### src/rtl/mem_bus_arbiter_pkg.sv
// mem_bus_arbiter_pkg: shared bus widths, owner encodings and grant type for the memory arbiter
package mem_bus_arbiter_pkg;
    localparam int AW_DEF = 16;
    localparam int DW_DEF = 8;
    localparam logic OWN_CPU = 1'b0;
    localparam logic OWN_DMA = 1'b1;
    typedef enum logic [1:0] {GNT_NONE, GNT_CPU, GNT_DMA} gnt_e;
endpackage

### src/rtl/mem_bus_arbiter_if.sv
// mem_bus_arbiter_if: CPU, DMA and memory port signals of the shared 6502 bus
interface mem_bus_arbiter_if #(
    parameter int AW = mem_bus_arbiter_pkg::AW_DEF,
    parameter int DW = mem_bus_arbiter_pkg::DW_DEF
);
    logic          cpu_req, cpu_we, cpu_lock, cpu_gnt, cpu_rvalid;
    logic [AW-1:0] cpu_addr;
    logic [DW-1:0] cpu_wdata, cpu_rdata;
    logic          dma_req, dma_we, dma_gnt, dma_rvalid;
    logic [AW-1:0] dma_addr;
    logic [DW-1:0] dma_wdata, dma_rdata;
    logic [AW-1:0] mem_addr;
    logic          mem_we, bus_owner;
    logic [DW-1:0] mem_wdata, mem_rdata;
    modport slave (
        input  cpu_req, cpu_addr, cpu_we, cpu_wdata, cpu_lock,
        input  dma_req, dma_addr, dma_we, dma_wdata, mem_rdata,
        output cpu_gnt, cpu_rvalid, cpu_rdata, dma_gnt, dma_rvalid, dma_rdata,
        output mem_addr, mem_we, mem_wdata, bus_owner
    );
    modport master (
        output cpu_req, cpu_addr, cpu_we, cpu_wdata, cpu_lock,
        output dma_req, dma_addr, dma_we, dma_wdata, mem_rdata,
        input  cpu_gnt, cpu_rvalid, cpu_rdata, dma_gnt, dma_rvalid, dma_rdata,
        input  mem_addr, mem_we, mem_wdata, bus_owner
    );
endinterface

### src/rtl/arb_burst_ctr.sv
// arb_burst_ctr: saturating count of consecutive DMA grants, sat flags the burst limit
module arb_burst_ctr #(
    parameter int MAX = 4,
    localparam int W = $clog2(MAX + 1)
) (
    input  logic clk,
    input  logic rst_n,
    input  logic inc,
    input  logic clr,
    output logic sat
);
    logic [W-1:0] cnt_q, cnt_d;
    assign sat = cnt_q == W'(MAX);
    always_comb cnt_d = clr ? '0 : (inc && !sat) ? cnt_q + W'(1) : cnt_q;
    always_ff @(posedge clk or negedge rst_n)
        if (!rst_n) cnt_q <= '0;
        else        cnt_q <= cnt_d;
endmodule

### src/rtl/mem_bus_arbiter.sv
// mem_bus_arbiter: one-grant-per-cycle CPU/DMA arbiter with registered memory port and read return
module mem_bus_arbiter
    import mem_bus_arbiter_pkg::*;
#(
    parameter int AW            = AW_DEF,
    parameter int DW            = DW_DEF,
    parameter int DMA_BURST_MAX = 4
) (
    input logic clk,
    input logic rst_n,
    mem_bus_arbiter_if.slave bus
);
    logic          cpu_gnt, dma_gnt, sat;
    gnt_e          win;
    logic          lock_q, lock_d, we_q, we_d, owner_q, owner_d, crv_q, crv_d, drv_q, drv_d;
    logic [AW-1:0] addr_q, addr_d;
    logic [DW-1:0] wdata_q, wdata_d;
    // lock only shuts out DMA; a saturated burst hands a contended cycle to the CPU
    always_comb begin
        cpu_gnt = bus.cpu_req && (!bus.dma_req || lock_q || sat);
        dma_gnt = bus.dma_req && !lock_q && !(bus.cpu_req && sat);
        win     = cpu_gnt ? GNT_CPU : dma_gnt ? GNT_DMA : GNT_NONE;
        addr_d  = win == GNT_CPU ? bus.cpu_addr  : win == GNT_DMA ? bus.dma_addr  : addr_q;
        wdata_d = win == GNT_CPU ? bus.cpu_wdata : win == GNT_DMA ? bus.dma_wdata : wdata_q;
        we_d    = win == GNT_CPU ? bus.cpu_we    : win == GNT_DMA ? bus.dma_we    : 1'b0;
        owner_d = win == GNT_CPU ? OWN_CPU       : win == GNT_DMA ? OWN_DMA       : owner_q;
        crv_d   = cpu_gnt && !bus.cpu_we;
        drv_d   = dma_gnt && !bus.dma_we;
        lock_d  = cpu_gnt ? bus.cpu_lock : lock_q && bus.cpu_lock;
    end
    arb_burst_ctr #(.MAX(DMA_BURST_MAX)) u_burst (
        .clk  (clk),
        .rst_n(rst_n),
        .inc  (dma_gnt),
        .clr  (cpu_gnt || !bus.dma_req),
        .sat  (sat)
    );
    always_ff @(posedge clk or negedge rst_n) begin
        if (!rst_n) begin
            addr_q  <= '0;
            wdata_q <= '0;
            we_q    <= 1'b0;
            owner_q <= OWN_CPU;
            crv_q   <= 1'b0;
            drv_q   <= 1'b0;
            lock_q  <= 1'b0;
        end else begin
            addr_q  <= addr_d;
            wdata_q <= wdata_d;
            we_q    <= we_d;
            owner_q <= owner_d;
            crv_q   <= crv_d;
            drv_q   <= drv_d;
            lock_q  <= lock_d;
        end
    end
    assign bus.cpu_gnt    = cpu_gnt;
    assign bus.dma_gnt    = dma_gnt;
    assign bus.cpu_rvalid = crv_q;
    assign bus.dma_rvalid = drv_q;
    assign bus.cpu_rdata  = bus.mem_rdata;
    assign bus.dma_rdata  = bus.mem_rdata;
    assign bus.mem_addr   = addr_q;
    assign bus.mem_we     = we_q;
    assign bus.mem_wdata  = wdata_q;
    assign bus.bus_owner  = owner_q;
endmodule

### src/flat_wrapper.sv
// flat-port wrapper written by rule: the top's interface ports become plain ports
module mem_bus_arbiter_flat import mem_bus_arbiter_pkg::*;
#(
    parameter int AW            = AW_DEF,
    parameter int DW            = DW_DEF,
    parameter int DMA_BURST_MAX = 4
)
  (clk, rst_n, bus_cpu_req, bus_cpu_addr, bus_cpu_we, bus_cpu_wdata, bus_cpu_lock, bus_dma_req, bus_dma_addr, bus_dma_we, bus_dma_wdata, bus_mem_rdata, bus_cpu_gnt, bus_cpu_rvalid, bus_cpu_rdata, bus_dma_gnt, bus_dma_rvalid, bus_dma_rdata, bus_mem_addr, bus_mem_we, bus_mem_wdata, bus_bus_owner);
  mem_bus_arbiter_if #(.AW(AW), .DW(DW)) bus_i ();
  input logic clk;
  input logic rst_n;
  input wire logic [$bits(bus_i.cpu_req)-1:0] bus_cpu_req;
  input wire logic [$bits(bus_i.cpu_addr)-1:0] bus_cpu_addr;
  input wire logic [$bits(bus_i.cpu_we)-1:0] bus_cpu_we;
  input wire logic [$bits(bus_i.cpu_wdata)-1:0] bus_cpu_wdata;
  input wire logic [$bits(bus_i.cpu_lock)-1:0] bus_cpu_lock;
  input wire logic [$bits(bus_i.dma_req)-1:0] bus_dma_req;
  input wire logic [$bits(bus_i.dma_addr)-1:0] bus_dma_addr;
  input wire logic [$bits(bus_i.dma_we)-1:0] bus_dma_we;
  input wire logic [$bits(bus_i.dma_wdata)-1:0] bus_dma_wdata;
  input wire logic [$bits(bus_i.mem_rdata)-1:0] bus_mem_rdata;
  output wire logic [$bits(bus_i.cpu_gnt)-1:0] bus_cpu_gnt;
  output wire logic [$bits(bus_i.cpu_rvalid)-1:0] bus_cpu_rvalid;
  output wire logic [$bits(bus_i.cpu_rdata)-1:0] bus_cpu_rdata;
  output wire logic [$bits(bus_i.dma_gnt)-1:0] bus_dma_gnt;
  output wire logic [$bits(bus_i.dma_rvalid)-1:0] bus_dma_rvalid;
  output wire logic [$bits(bus_i.dma_rdata)-1:0] bus_dma_rdata;
  output wire logic [$bits(bus_i.mem_addr)-1:0] bus_mem_addr;
  output wire logic [$bits(bus_i.mem_we)-1:0] bus_mem_we;
  output wire logic [$bits(bus_i.mem_wdata)-1:0] bus_mem_wdata;
  output wire logic [$bits(bus_i.bus_owner)-1:0] bus_bus_owner;
  assign bus_i.cpu_req = bus_cpu_req;
  assign bus_i.cpu_addr = bus_cpu_addr;
  assign bus_i.cpu_we = bus_cpu_we;
  assign bus_i.cpu_wdata = bus_cpu_wdata;
  assign bus_i.cpu_lock = bus_cpu_lock;
  assign bus_i.dma_req = bus_dma_req;
  assign bus_i.dma_addr = bus_dma_addr;
  assign bus_i.dma_we = bus_dma_we;
  assign bus_i.dma_wdata = bus_dma_wdata;
  assign bus_i.mem_rdata = bus_mem_rdata;
  assign bus_cpu_gnt = bus_i.cpu_gnt;
  assign bus_cpu_rvalid = bus_i.cpu_rvalid;
  assign bus_cpu_rdata = bus_i.cpu_rdata;
  assign bus_dma_gnt = bus_i.dma_gnt;
  assign bus_dma_rvalid = bus_i.dma_rvalid;
  assign bus_dma_rdata = bus_i.dma_rdata;
  assign bus_mem_addr = bus_i.mem_addr;
  assign bus_mem_we = bus_i.mem_we;
  assign bus_mem_wdata = bus_i.mem_wdata;
  assign bus_bus_owner = bus_i.bus_owner;
  mem_bus_arbiter #(.AW(AW), .DW(DW), .DMA_BURST_MAX(DMA_BURST_MAX)) u_core (.clk(clk), .rst_n(rst_n), .bus(bus_i));
endmodule
### config.mk
export PLATFORM = sky130hd
export DESIGN_NAME = mem_bus_arbiter_flat
export DESIGN_NICKNAME = d
export VERILOG_FILES = /design/src/rtl/mem_bus_arbiter_pkg.sv /design/src/rtl/mem_bus_arbiter_if.sv /design/src/rtl/arb_burst_ctr.sv /design/src/rtl/mem_bus_arbiter.sv /design/src/flat_wrapper.sv
export SDC_FILE = /design/constraint.sdc
export NUM_CORES = 1
export LEC_CHECK = 0
export CAP_MARGIN = 20
export CORE_MARGIN = 5
export CORE_UTILIZATION = 34
export CTS_BUF_LIST = sky130_fd_sc_hd__clkbuf_2 sky130_fd_sc_hd__clkbuf_4 sky130_fd_sc_hd__clkbuf_8
export DETAILED_ROUTE_END_ITERATION = 8
export GPL_TIMING_DRIVEN = 1
export MAX_ROUTING_LAYER = met4
export PLACE_DENSITY = 0.78
export SKIP_LAST_GASP = 1
export SYNTH_ARGS = -nofsm -noshare
export SYNTH_HDL_FRONTEND = slang
export SYNTH_SLANG_ARGS = --single-unit
### constraint.sdc
create_clock -name clk -period 1.9 [get_ports clk]
set_clock_uncertainty 0.15 [all_clocks]
set_input_delay 0.38 -clock clk [delete_from_list [all_inputs] [get_ports clk]]
set_output_delay 0.38 -clock clk [all_outputs]
set_load 0.02 [all_outputs]
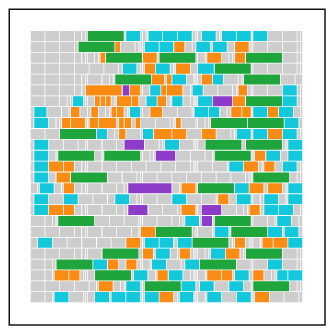
run_1/class_map.png
(4 px per um) Fill, decap, tap and diode cells in gray.
Orange shows remaining logic cells, cells 79. Cyan shows remaining buffers and delay cells, cells 94. Green shows registers, cells 32. Purple shows clock drivers and dummy loads, cells 8.
row cnt: 25
Seq area share: 31.71%
CORE AREA: 4629 um2
Design Area, Final: 2525 um2
Layout Utilization: 54.54%

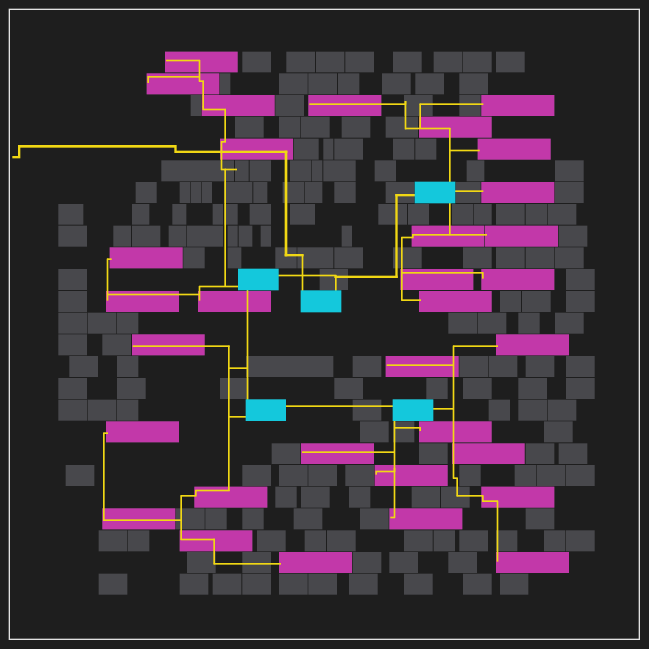
run_1/clock_wires.png
(8 px per um)
Magenta shows flip-flops, count 32. Yellow shows clock wires, length 458 um. Cyan shows clock-net drivers, count 5.
There are 6 routed clock nets.
clock share of power: 31.4%
clock-net power: 0.000652 W

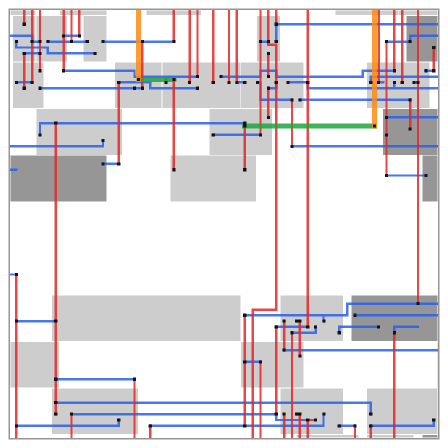
run_1/closeup.png
Window x 27 to 52, y 27 to 52 um. Cells in gray, sequential cells in the stronger gray; small squares are vias.
Red shows M2. Green shows M3. Orange shows M4. Blue shows M1.
Most frequent: a221o_1 (4), clkbuf_8 (4), clkdlybuf4s50_1 (3). Netlist names of flops here include u_core.bus.mem_addr (1), u_core.u_burst.cnt_q (1). Sequential cells in the window: 2. 21 logic cells have their middle in the window.

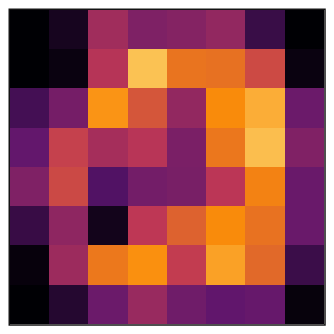
run_1/util_map.png
(4 px per um) 8 x 8 tiles, from black (low) to pale yellow (high), 0 to 100% covered.
The mean over all tiles is 40%. 9.4% of the tiles are over 75% full. 7.8% of the tiles are nearly empty. The fullest tile reaches 87%. The emptiest ninth of the die: upper left.
fp util: 34.54%

==> flow_summary.yaml, run 1 <==
# physical design summary
run_status:
  outcome: "complete, no violations"
route:
  wl_met1_um: 1949
  drt_pass1_iterations: 4
  viasPerCell: 5.150
synth:
  synth_area_um2: 1599
  top_logic_kind: "AND-OR/OR-AND gates"
  synth_cell_types: 26
  fp_nets: 203
  synth-async-reset-ratio_pct: 100.0
  ys_sh_simple_pct: 15.49
  adder_share_pct: 1.565
  synth_flops: 32
  ys_seq_share_pct: 50.08
  common_cells: "32 x dfrtp_1, 24 x a221o_1, 23 x nor3b_1, 16 x buf_4, 7 x buf_2"
timing:
  slew_headroom_pct: 72.61
  slew_violations: 0
  finalHoldViolations: 0
  timing.setup.tns_ps: 0
  layout_min_cycle_time_ps: 1847
  period_used_pct: 97.20
worst_setup_path:
  max_stage_delay_ps: 560
  crit_family: "buffers and inverters"
  crit_path_end_kind: "output port"
  rrSetupSlack_ps: 260
  crit_path_top_delay_cell: "clkdlybuf4s50_1"
cells_and_area:
  buffers: 94
  ff_count: 32
  lay_top_count: "clkdlybuf4s50_1"
  nClkBuffers: 6
  largest_reg_flops: 16
pwr:
  power.share.combinational_pct: 30.1
  p_sw_share_pct: 27.10
  p_sw_w: 0.0005628
cts:
  hold_buffers: 0
  cts_htree_levels: 2
  cts.sinks: 32
grt:
  gr-usage-met2_pct: 25.55
placed_design:
  place.gp.congestion: 0.7089
floorplan:
  pin_count: 109
run_1/clock_nets.png
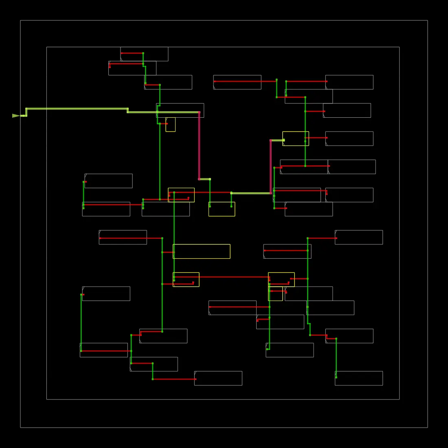

## Run 2: what changed since run 1
--- a/config.mk
+++ b/config.mk
@@ -6,14 +6,16 @@
 export NUM_CORES = 1
 export LEC_CHECK = 0
 export CAP_MARGIN = 20
-export CORE_MARGIN = 5
+export CORE_MARGIN = 10
 export CORE_UTILIZATION = 34
 export CTS_BUF_LIST = sky130_fd_sc_hd__clkbuf_2 sky130_fd_sc_hd__clkbuf_4 sky130_fd_sc_hd__clkbuf_8
+export CTS_CLUSTER_SIZE = 14
 export DETAILED_ROUTE_END_ITERATION = 8
 export GPL_TIMING_DRIVEN = 1
 export MAX_ROUTING_LAYER = met4
 export PLACE_DENSITY = 0.78
 export SKIP_LAST_GASP = 1
+export SLEW_MARGIN = 5
 export SYNTH_ARGS = -nofsm -noshare
 export SYNTH_HDL_FRONTEND = slang
 export SYNTH_SLANG_ARGS = --single-unit
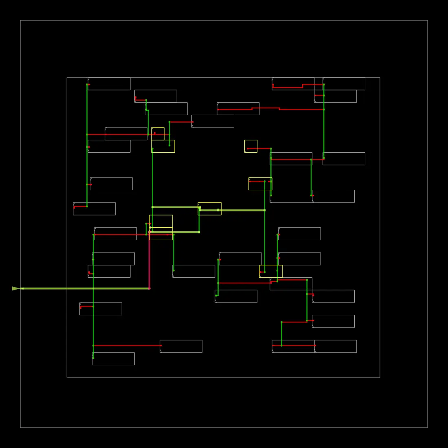
run_2/clock_nets.png
clock buf count: 8
CTS Buf Count: 5

==> flow_summary.yaml, run 2 <==
# physical design summary
run_status:
  outcome: "complete, no violations"
route:
  wl_met1_um: 2136
  drt_pass1_iterations: 4
  totalWireLength_um: 5003
  drc: 0
worst_setup_path:
  crit_path_top_delay_cell: "clkdlybuf4s50_1"
  max_stage_delay_ps: 480
  crit_family: "buffers and inverters"
  rrSetupSlack_ps: 240
  crit_path_end_kind: "output port"
grt:
  use_met3_pct: 3.768
  antenna_found_initial: 0
  gr-usage-met2_pct: 21.23
cells_and_area:
  final_area_um2: 2516
  logic_area_um2: 616.8
  ff_count: 32
  lay_top_count: "clkdlybuf4s50_1"
  fin_util_pct: 56.62
  buffers: 95
  sh_seq_area_pct: 31.83
  largest_reg_flops: 16
synth:
  synth_cells: 138
  largest_area_cell: "dfrtp_1"
  synth-async-reset-ratio_pct: 100.0
  common_cells: "32 x dfrtp_1, 24 x a221o_1, 23 x nor3b_1, 16 x buf_4, 7 x buf_2"
  synth_flops: 32
  adder_share_pct: 1.565
  fp_nets: 203
  top_logic_kind: "AND-OR/OR-AND gates"
  synth_area_um2: 1599
  synth_cell_types: 26
  ys_seq_share_pct: 50.08
placed_design:
  place.gp.congestion: 0.7879
  io_buffers: 84
floorplan:
  fp.coreArea_um2: 4444
  initCoreUtil_pct: 35.98
  pin_count: 109
  die_y_um: 88.58
  num_rows: 24
pwr:
  share_clk_of_total_power_pct: 27.7
  power_frac_seq_pct: 40.3
  p_clk_w: 0.000550
  power.share.combinational_pct: 32.0
  p_sw_share_pct: 27.54
timing:
  slew_headroom_pct: 72.01
  layout_min_cycle_time_ps: 1842
  slew_violations: 0
  finalHoldViolations: 0
  period_used_pct: 96.97
  timing.setup.tns_ps: 0
  max_freq_mhz: 542.8
cts:
  cts.sinks: 32
  cts_htree_levels: 2
  hold_buffers: 0
Power is estimated from default activity; no workload was simulated.
